===== src/rtl/dist_pkg.sv =====
// Shared types and width helpers for the distance engine (dist_unit, isqrt_seq).
package dist_pkg;

    typedef enum logic [1:0] {
        DIST_EUCLID    = 2'b00,
        DIST_MANHATTAN = 2'b01,
        DIST_CHEBYSHEV = 2'b10
    } dist_mode_t;

    typedef enum logic [2:0] {
        IDLE = 3'd0,
        DIFF = 3'd1,
        SUM  = 3'd2,
        ROOT = 3'd3,
        DONE = 3'd4
    } dist_state_t;

    function automatic int max_int(input int a, input int b);
        return (a > b) ? a : b;
    endfunction

endpackage


===== src/rtl/isqrt_seq.sv =====
// Sequential restoring square root: one root bit per cycle, MSB first, OW cycles.
// The first iteration runs on the start edge straight from the radicand input.
module isqrt_seq #(
    parameter int SW = 23,
    parameter int OW = 12
) (
    input  logic          clk,
    input  logic          reset,
    input  logic          start,
    input  logic [SW-1:0] radicand,
    output logic          busy,
    output logic          done,
    output logic [OW-1:0] root
);

    localparam int DW = 2 * OW;
    localparam int RW = OW + 3;
    localparam int CW = $clog2(OW + 1);

    logic [DW-1:0] data_reg;
    logic [RW-1:0] rem_reg;
    logic [OW-1:0] root_reg;
    logic [CW-1:0] count_reg;
    logic          busy_reg;
    logic          done_reg;

    logic [DW-1:0] data_in;
    logic [RW-1:0] rem_in;
    logic [OW-1:0] root_in;
    logic [RW-1:0] rem_shift;
    logic [RW-1:0] trial;
    logic [RW-1:0] rem_next;
    logic [OW-1:0] root_next;

    // A fresh start overrides any iteration in progress.
    always_comb begin
        data_in = data_reg;
        rem_in  = rem_reg;
        root_in = root_reg;
        if (start) begin
            data_in = DW'(radicand);
            rem_in  = '0;
            root_in = '0;
        end
        rem_shift = {rem_in[RW-3:0], data_in[DW-1 -: 2]};
        trial     = RW'({root_in, 2'b01});
        if (rem_shift >= trial) begin
            rem_next  = rem_shift - trial;
            root_next = {root_in[OW-2:0], 1'b1};
        end else begin
            rem_next  = rem_shift;
            root_next = {root_in[OW-2:0], 1'b0};
        end
    end

    always_ff @(posedge clk or posedge reset) begin
        if (reset) begin
            data_reg  <= '0;
            rem_reg   <= '0;
            root_reg  <= '0;
            count_reg <= '0;
            busy_reg  <= 1'b0;
            done_reg  <= 1'b0;
        end else begin
            done_reg <= 1'b0;
            if (start) begin
                data_reg  <= data_in << 2;
                rem_reg   <= rem_next;
                root_reg  <= root_next;
                count_reg <= CW'(OW - 1);
                busy_reg  <= 1'b1;
            end else if (busy_reg) begin
                data_reg  <= data_reg << 2;
                rem_reg   <= rem_next;
                root_reg  <= root_next;
                count_reg <= count_reg - CW'(1);
                if (count_reg == CW'(1)) begin
                    busy_reg <= 1'b0;
                    done_reg <= 1'b1;
                end
            end
        end
    end

    assign busy = busy_reg;
    assign done = done_reg;
    assign root = root_reg;

endmodule


===== src/rtl/dist_unit.sv =====
// Handshaked 2-D distance engine (Euclidean / Manhattan / Chebyshev).
// Define DIST_ALT_METRIC_EN to build the Manhattan and Chebyshev metrics; otherwise all requests are Euclidean.
module dist_unit
    import dist_pkg::*;
#(
    parameter int XW = 11,
    parameter int YW = 10
) (
    input  logic                           clk,
    input  logic                           reset,
    input  logic                           in_valid,
    output logic                           in_ready,
    input  logic [XW-1:0]                  x_start,
    input  logic [XW-1:0]                  x_end,
    input  logic [YW-1:0]                  y_start,
    input  logic [YW-1:0]                  y_end,
    input  logic [1:0]                     mode,
    output logic                           out_valid,
    input  logic                           out_ready,
    output logic [max_int(XW, YW):0]       distance,
    output logic [2*max_int(XW, YW):0]     sum_sqrs
);

    localparam int MW = max_int(XW, YW);
    localparam int SW = 2 * MW + 1;
    localparam int OW = MW + 1;

    dist_state_t state_reg, state_next;

    logic [XW-1:0] xs_reg, xe_reg;
    logic [YW-1:0] ys_reg, ye_reg;
    logic [MW-1:0] dx_reg, dy_reg;
    logic [SW-1:0] sum_hold_reg;
    logic [OW-1:0] distance_reg;
    logic [SW-1:0] sum_sqrs_reg;

    logic          accept;
    logic          is_euclid;
    logic          root_start;
    logic          root_busy;
    logic          root_done;
    logic [OW-1:0] root_value;
    logic [SW-1:0] dx_w, dy_w, sq;

`ifdef DIST_ALT_METRIC_EN
    logic [1:0]    mode_reg;
    logic [OW-1:0] alt_value;
    logic          unused_bits;

    assign is_euclid   = !(mode_reg == DIST_MANHATTAN || mode_reg == DIST_CHEBYSHEV);
    assign alt_value   = (mode_reg == DIST_MANHATTAN) ? (OW'(dx_reg) + OW'(dy_reg))
                                                      : OW'((dx_reg >= dy_reg) ? dx_reg : dy_reg);
    assign unused_bits = root_busy;
`else
    logic unused_bits;

    assign is_euclid   = 1'b1;
    assign unused_bits = ^{mode, root_busy};
`endif

    assign accept = in_valid && in_ready;
    assign dx_w   = SW'(dx_reg);
    assign dy_w   = SW'(dy_reg);
    assign sq     = dx_w * dx_w + dy_w * dy_w;

    always_ff @(posedge clk or posedge reset) begin
        if (reset) state_reg <= IDLE;
        else       state_reg <= state_next;
    end

    always_comb begin
        state_next = state_reg;
        case (state_reg)
            IDLE:    if (accept) state_next = DIFF;
            DIFF:    state_next = SUM;
            SUM:     state_next = is_euclid ? ROOT : DONE;
            ROOT:    if (root_done) state_next = DONE;
            DONE:    if (out_ready) state_next = accept ? DIFF : IDLE;
            default: state_next = IDLE;
        endcase
    end

    always_comb begin
        in_ready   = (state_reg == IDLE) || (state_reg == DONE && out_ready);
        out_valid  = (state_reg == DONE);
        root_start = (state_reg == SUM) && is_euclid;
    end

    // Published results are written only on the transition into DONE.
    always_ff @(posedge clk or posedge reset) begin
        if (reset) begin
            xs_reg       <= '0;
            xe_reg       <= '0;
            ys_reg       <= '0;
            ye_reg       <= '0;
            dx_reg       <= '0;
            dy_reg       <= '0;
            sum_hold_reg <= '0;
            distance_reg <= '0;
            sum_sqrs_reg <= '0;
`ifdef DIST_ALT_METRIC_EN
            mode_reg     <= 2'b00;
`endif
        end else begin
            if (accept) begin
                xs_reg <= x_start;
                xe_reg <= x_end;
                ys_reg <= y_start;
                ye_reg <= y_end;
`ifdef DIST_ALT_METRIC_EN
                mode_reg <= mode;
`endif
            end
            if (state_reg == DIFF) begin
                dx_reg <= (xs_reg >= xe_reg) ? MW'(xs_reg - xe_reg) : MW'(xe_reg - xs_reg);
                dy_reg <= (ys_reg >= ye_reg) ? MW'(ys_reg - ye_reg) : MW'(ye_reg - ys_reg);
            end
            if (state_reg == SUM) begin
                sum_hold_reg <= sq;
`ifdef DIST_ALT_METRIC_EN
                if (!is_euclid) begin
                    distance_reg <= alt_value;
                    sum_sqrs_reg <= '0;
                end
`endif
            end
            if (state_reg == ROOT && root_done) begin
                distance_reg <= root_value;
                sum_sqrs_reg <= sum_hold_reg;
            end
        end
    end

    isqrt_seq #(
        .SW (SW),
        .OW (OW)
    ) u_isqrt (
        .clk      (clk),
        .reset    (reset),
        .start    (root_start),
        .radicand (sq),
        .busy     (root_busy),
        .done     (root_done),
        .root     (root_value)
    );

    assign distance = distance_reg;
    assign sum_sqrs = sum_sqrs_reg;

endmodule


===== config.mk =====
export PLATFORM = sky130hd
export DESIGN_NAME = dist_unit
export DESIGN_NICKNAME = d
export VERILOG_FILES = /design/src/rtl/dist_pkg.sv /design/src/rtl/isqrt_seq.sv /design/src/rtl/dist_unit.sv
export SDC_FILE = /design/constraint.sdc
export NUM_CORES = 1
export LEC_CHECK = 0
export ABC_AREA = 1
export CORE_UTILIZATION = 40
export CTS_CLUSTER_SIZE = 16
export DETAILED_ROUTE_END_ITERATION = 12
export PLACE_DENSITY = 0.64
export SLEW_MARGIN = 20
export SYNTH_ARGS = -nofsm -noshare
export SYNTH_HDL_FRONTEND = slang
export SYNTH_SLANG_ARGS = --single-unit

===== constraint.sdc =====
create_clock -name clk -period 8.15 [get_ports clk]
set_input_delay 1.2225 -clock clk [delete_from_list [all_inputs] [get_ports clk]]
set_output_delay 1.2225 -clock clk [all_outputs]
set_load 0.05 [all_outputs]

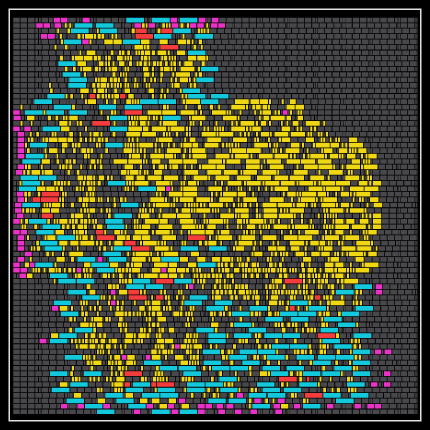
Run 1: cell classes on the final placement
Scale: 2 px per um. Fill, decap, tap and diode cells in gray.
Key: sequential cells = cyan [cells 178, share of their area 25%]; remaining logic cells = yellow [cells 1762, share of their area 66%]; clock drivers and dummy loads = red [cells 32, share of their area 3.4%]; remaining buffers and delay cells = magenta [cells 94, share of their area 5.1%]

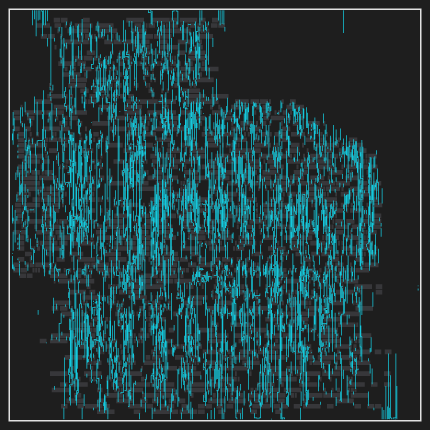
Run 1: the metal 2 layer
Scale: 2 px per um.
The layer carries 17300 um of wire. The layer holds 49% of the routed length. 1984 nets have wire on it. The longest straight run is 58.8 um. The wires run mostly vertical.

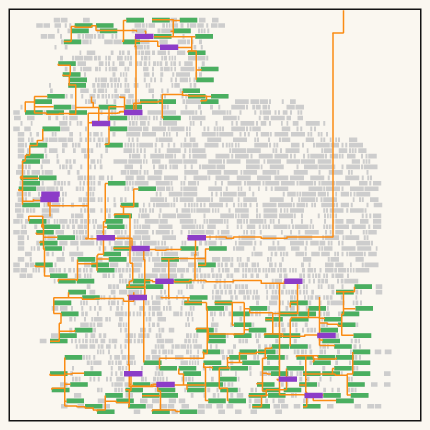
Run 1: clock distribution
Scale: 2 px per um.
Key: clock-net drivers = purple [count 17]; flip-flops = green [count 178]; clock wires = orange [length 2500 um]
There are 18 routed clock nets. Position of the flops: spread over the die.

==> results.json, run 1 <==
{
  "fin_crit_sh": 0.904,
  "use_met1": 0.240,
  "status": "finished, final reports clean",
  "cts_root_buf": "clkbuf_16",
  "crit_required_ns": 8.50,
  "hold_buffers": 0,
  "min_period_ns": 7.37,
  "critPathMaxFanout": 12,
  "cp.arrival_ns": 7.72,
  "fp_nets": 2385,
  "fp_util": 0.410,
  "drt_wl_total_um": 35400,
  "via_count": 12500,
  "cts_setup_buffers": 0,
  "worstMarginPinSlew_ns": 0.996,
  "grt_antenna_before_repair": 0,
  "drt_iter0_drc": 693,
  "numPortBuffers": 82,
  "grtUsageTotal": 0.180,
  "ys.flop_type": "dfrtp_1",
  "yosysCellCount": 2013,
  "yosys.area_share.aoi": 0.101,
  "n_antenna_cell": 0,
  "chipArea_mm2": 0.0420,
  "edf_count": 0,
  "fillers": 3923,
  "final_cell_mix": "436 x nand2_1, 433 x inv_1, 178 x dfrtp_1",
  "drc": 0,
  "crit_slowest_cell": "dfrtp_1",
  "finalMaxSlewViolations": 0,
  "crit_path_frequent_cell": "inv_1",
  "maxCapViolCount": 0,
  "synth_cells": 2013,
  "dpl.hpwl_um": 27800,
  "final_layout_size_suffix_gt1_frac": 0.0421,
  "use_met3": 0.0220,
  "ys.flops": 178
}
run 1: area by class of cell:
type,instances,area [um^2],area share
well taps,525,657,0.0358
flip-flops and latches,178,4450,0.243
repair buffers,94,911,0.0496
clock inverters,15,170,0.00927
inverters,436,1640,0.0895
clock buffers,17,425,0.0232
multi-input cells,1326,10100,0.550
run 1: cell usage after synthesis (3+ instances only):
| cell type | count | area, um^2 |
|---|---|---|
| nor2_4 | 3 | 33.8 |
| nand2_1 | 439 | 1650 |
| nor2_1 | 108 | 405 |
| nor3_1 | 8 | 40.0 |
| buf_1 | 3 | 11.3 |
| dfrtp_1 | 178 | 4450 |
| a21oi_1 | 135 | 676 |
| nand4_1 | 7 | 43.8 |
| o211ai_1 | 4 | 30.0 |
| ha_1 | 158 | 1980 |
| clkbuf_1 | 60 | 225 |
| o21bai_1 | 6 | 45.0 |
| buf_2 | 5 | 25.0 |
| inv_1 | 434 | 1630 |
| o21ai_0 | 142 | 711 |
| fa_1 | 166 | 3320 |
| mux2_2 | 14 | 158 |
| xor2_1 | 34 | 298 |
| nand3_1 | 45 | 225 |
| nand2_4 | 6 | 67.6 |
| nand3_2 | 3 | 30.0 |
| a221oi_1 | 3 | 26.3 |
| or2_2 | 3 | 18.8 |
| a31oi_1 | 8 | 50.1 |
| xnor2_1 | 9 | 78.8 |
run 1: worst max-delay path: cells and delay by family (launching register included):
kind,cells,cell delay [ns]
flip-flops,1,0.64
AND/OR/NAND/NOR,10,0.91
XOR/XNOR,1,0.18
AND-OR/OR-AND,4,0.72
buffers and inverters,9,0.74
adder cells (fa/ha/maj),9,4.06
run 1: cell families after synthesis:
logic type,after synthesis
AND/OR/NAND/NOR,630
buffers and inverters,509
adder cells (fa/ha/maj),324
AND-OR/OR-AND,314
flip-flops,178
XOR/XNOR,43
multiplexers,15
run 1: through the flow:
stage	cells	utilization	worst slack (ns)	cell area (um^2)
after detailed placement	2559	0.442	0.840	17800
after CTS	2591	0.457	0.816	18400
after floorplan	2013	-	1.30	16500
after global routing	2591	0.457	0.219	18400
final	2591	0.457	0.784	18400
after global placement	2559	0.442	0.952	17800
run 1: worst paths after layout:
check                                   start                  end  slack (ns)  cells past startpoint
max                                 dx_reg[6]  u_isqrt.rem_reg[10]        0.78                     33
min                        u_isqrt.rem_reg[9]   u_isqrt.rem_reg[9]        0.48                      2
max reg2reg                         dx_reg[6]  u_isqrt.rem_reg[10]        0.78                     33
min reg2reg                u_isqrt.rem_reg[9]   u_isqrt.rem_reg[9]        0.48                      2
max in group asynchronous               reset         sum_sqrs[12]        5.29                      3
min in group asynchronous               reset            xs_reg[0]        1.35                      2
==> run 1 -> run 2 <==
--- a/config.mk
+++ b/config.mk
@@ -6,6 +6,7 @@
 export NUM_CORES = 1
 export LEC_CHECK = 0
 export ABC_AREA = 1
+export ABC_CLOCK_PERIOD_IN_PS = 8150
 export CORE_UTILIZATION = 40
 export CTS_CLUSTER_SIZE = 16
 export DETAILED_ROUTE_END_ITERATION = 12
==> run 2 against run 1 <==
Wire length unchanged. Via count unchanged. Fmax unchanged. Non-clock buffer count unchanged. Final cell count unchanged. Core utilization unchanged.
==> results.json, run 2 <==
{
  "status": "finished, final reports clean",
  "regToRegSetupSlack_ns": 0.78,
  "top_area_cell": "dfrtp_1",
  "cts_root_buf": "clkbuf_16",
  "worstMarginPinSlew_ns": 0.996,
  "top_usage_layer": "met2",
  "numPortBuffers": 82,
  "ys.flop_type": "dfrtp_1",
  "fillers": 3923,
  "fin_cells": 2591,
  "drt_iter0_drc": 693,
  "use_met3": 0.0220,
  "finalMaxSlewViolations": 0,
  "dpl.hpwl_um": 27800,
  "ys.flops": 178,
  "critical_path.startpoint": "dx_reg[6]",
  "synth_cells": 2013,
  "area_leaders": "dfrtp_1 27%, fa_1 20%, ha_1 12%",
  "final_layout_size_suffix_gt1_frac": 0.0421,
  "worstSetupPathType": "register to register",
  "logic_area_mm2": 0.0101,
  "yosysCellCount": 2013,
  "grtUsageTotal": 0.180,
  "n_antenna_cell": 0,
  "fin_crit_sh": 0.904,
  "crit_required_ns": 8.50,
  "use_met1": 0.240,
  "grt_antenna_before_repair": 0,
  "cts_setup_buffers": 0,
  "crit_slowest_cell": "dfrtp_1",
  "r2r_end": "u_isqrt.rem_reg[10]",
  "fin_area_mm2": 0.0184,
  "ff2ff_path_depth": 33,
  "edf_count": 0,
  "crit_path_end": "u_isqrt.rem_reg[10]",
  "dp_cells": 2559,
  "min_period_ns": 7.37,
  "final_core_util": 0.457,
  "most_common_cell": "nand2_1",
  "reg2reg_from": "dx_reg[6]",
  "fp_util": 0.410,
  "critPathMaxFanout": 12,
  "hold_buffers": 0,
  "maxCapViolCount": 0,
  "placedInstanceArea_mm2": 0.0178,
  "io_pins": 85,
  "fp_nets": 2385,
  "drc": 0,
  "drt_wl_total_um": 35400,
  "via_count": 12500,
  "chipArea_mm2": 0.0420,
  "crit_path_frequent_cell": "inv_1",
  "common_cells": "439 x nand2_1, 434 x inv_1, 178 x dfrtp_1",
  "regArea_mm2": 0.00445,
  "synth.top_cell.area_share": 0.270,
  "drt-wirelength-per-cell_um": 13.7,
  "final_cell_mix": "436 x nand2_1, 433 x inv_1, 178 x dfrtp_1",
  "cp.arrival_ns": 7.72
}
-- run 2: cell counts after synthesis --
Identical to the previous run, type by type.
-- run 2: kinds of logic after synthesis --
logic type,count (synthesis),share of synthesized area
compound gates,314,0.101
flops,178,0.270
buf+inv,509,0.118
xor+xnor,43,0.0229
simple gates,630,0.156
mux,15,0.0102
fa+ha+maj,324,0.322
-- run 2: stage by stage --
stage / hold WS, ns / worst slack [ns]
6_report: 0.483 / 0.784
4_1_cts: 0.487 / 0.816
5_1_grt: 0.492 / 0.219
2_1_floorplan: 0.449 / 1.30
3_5_place_dp: 0.467 / 0.840
3_3_place_gp: 0.466 / 0.952
-- run 2: per-layer routing --
layer	share of wire	wire (um)	vias up
li1	-	-	6246
met1	0.47	16500	6105
met2	0.49	17300	163
met3	0.028	993	32
met4	0.017	597	0
met5	0	0	-
-- run 2: how the worst min path moves through the flow --
| stage | from | slack [ns] | to |
|---|---|---|---|
| 5_1_grt | u_isqrt.rem_reg[9] | 0.49 | u_isqrt.rem_reg[9] |
| 3_3_place_gp | u_isqrt.rem_reg[8] | 0.47 | u_isqrt.rem_reg[8] |
| 3_5_place_dp | u_isqrt.rem_reg[9] | 0.47 | u_isqrt.rem_reg[9] |
| 2_1_floorplan | u_isqrt.rem_reg[2] | 0.45 | u_isqrt.rem_reg[2] |
| 4_1_cts | u_isqrt.rem_reg[9] | 0.49 | u_isqrt.rem_reg[9] |
| 6_report | u_isqrt.rem_reg[9] | 0.48 | u_isqrt.rem_reg[9] |
-- run 2: worst max-delay path, delay by kind of cell (launching register included) --
family | cells | cell delay, ns
AND-OR/OR-AND | 4 | 0.72
XOR/XNOR | 1 | 0.18
adder cells (fa/ha/maj) | 9 | 4.06
buffers and inverters | 9 | 0.74
flip-flops | 1 | 0.64
AND/OR/NAND/NOR | 10 | 0.91
-- run 2: layout make-up --
type / count / area share
multi-input cells: 1326 / 0.550
flip-flops and latches: 178 / 0.243
inverters: 436 / 0.0895
repair buffers: 94 / 0.0496
well taps: 525 / 0.0358
clock buffers: 17 / 0.0232
clock inverters: 15 / 0.00927
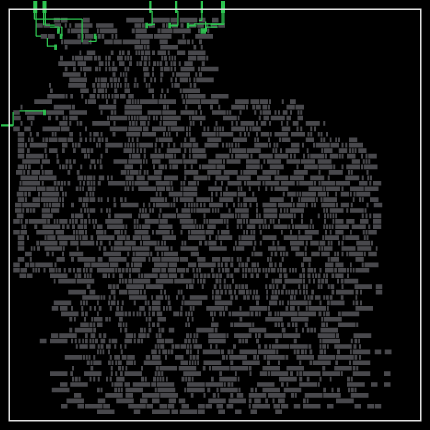
Run 2: I/O nets highlighted
Scale: 2 px per um.
Key: y_start = green [direction input, edge 9 top, 1 left, end cells 10, wire 214 um]

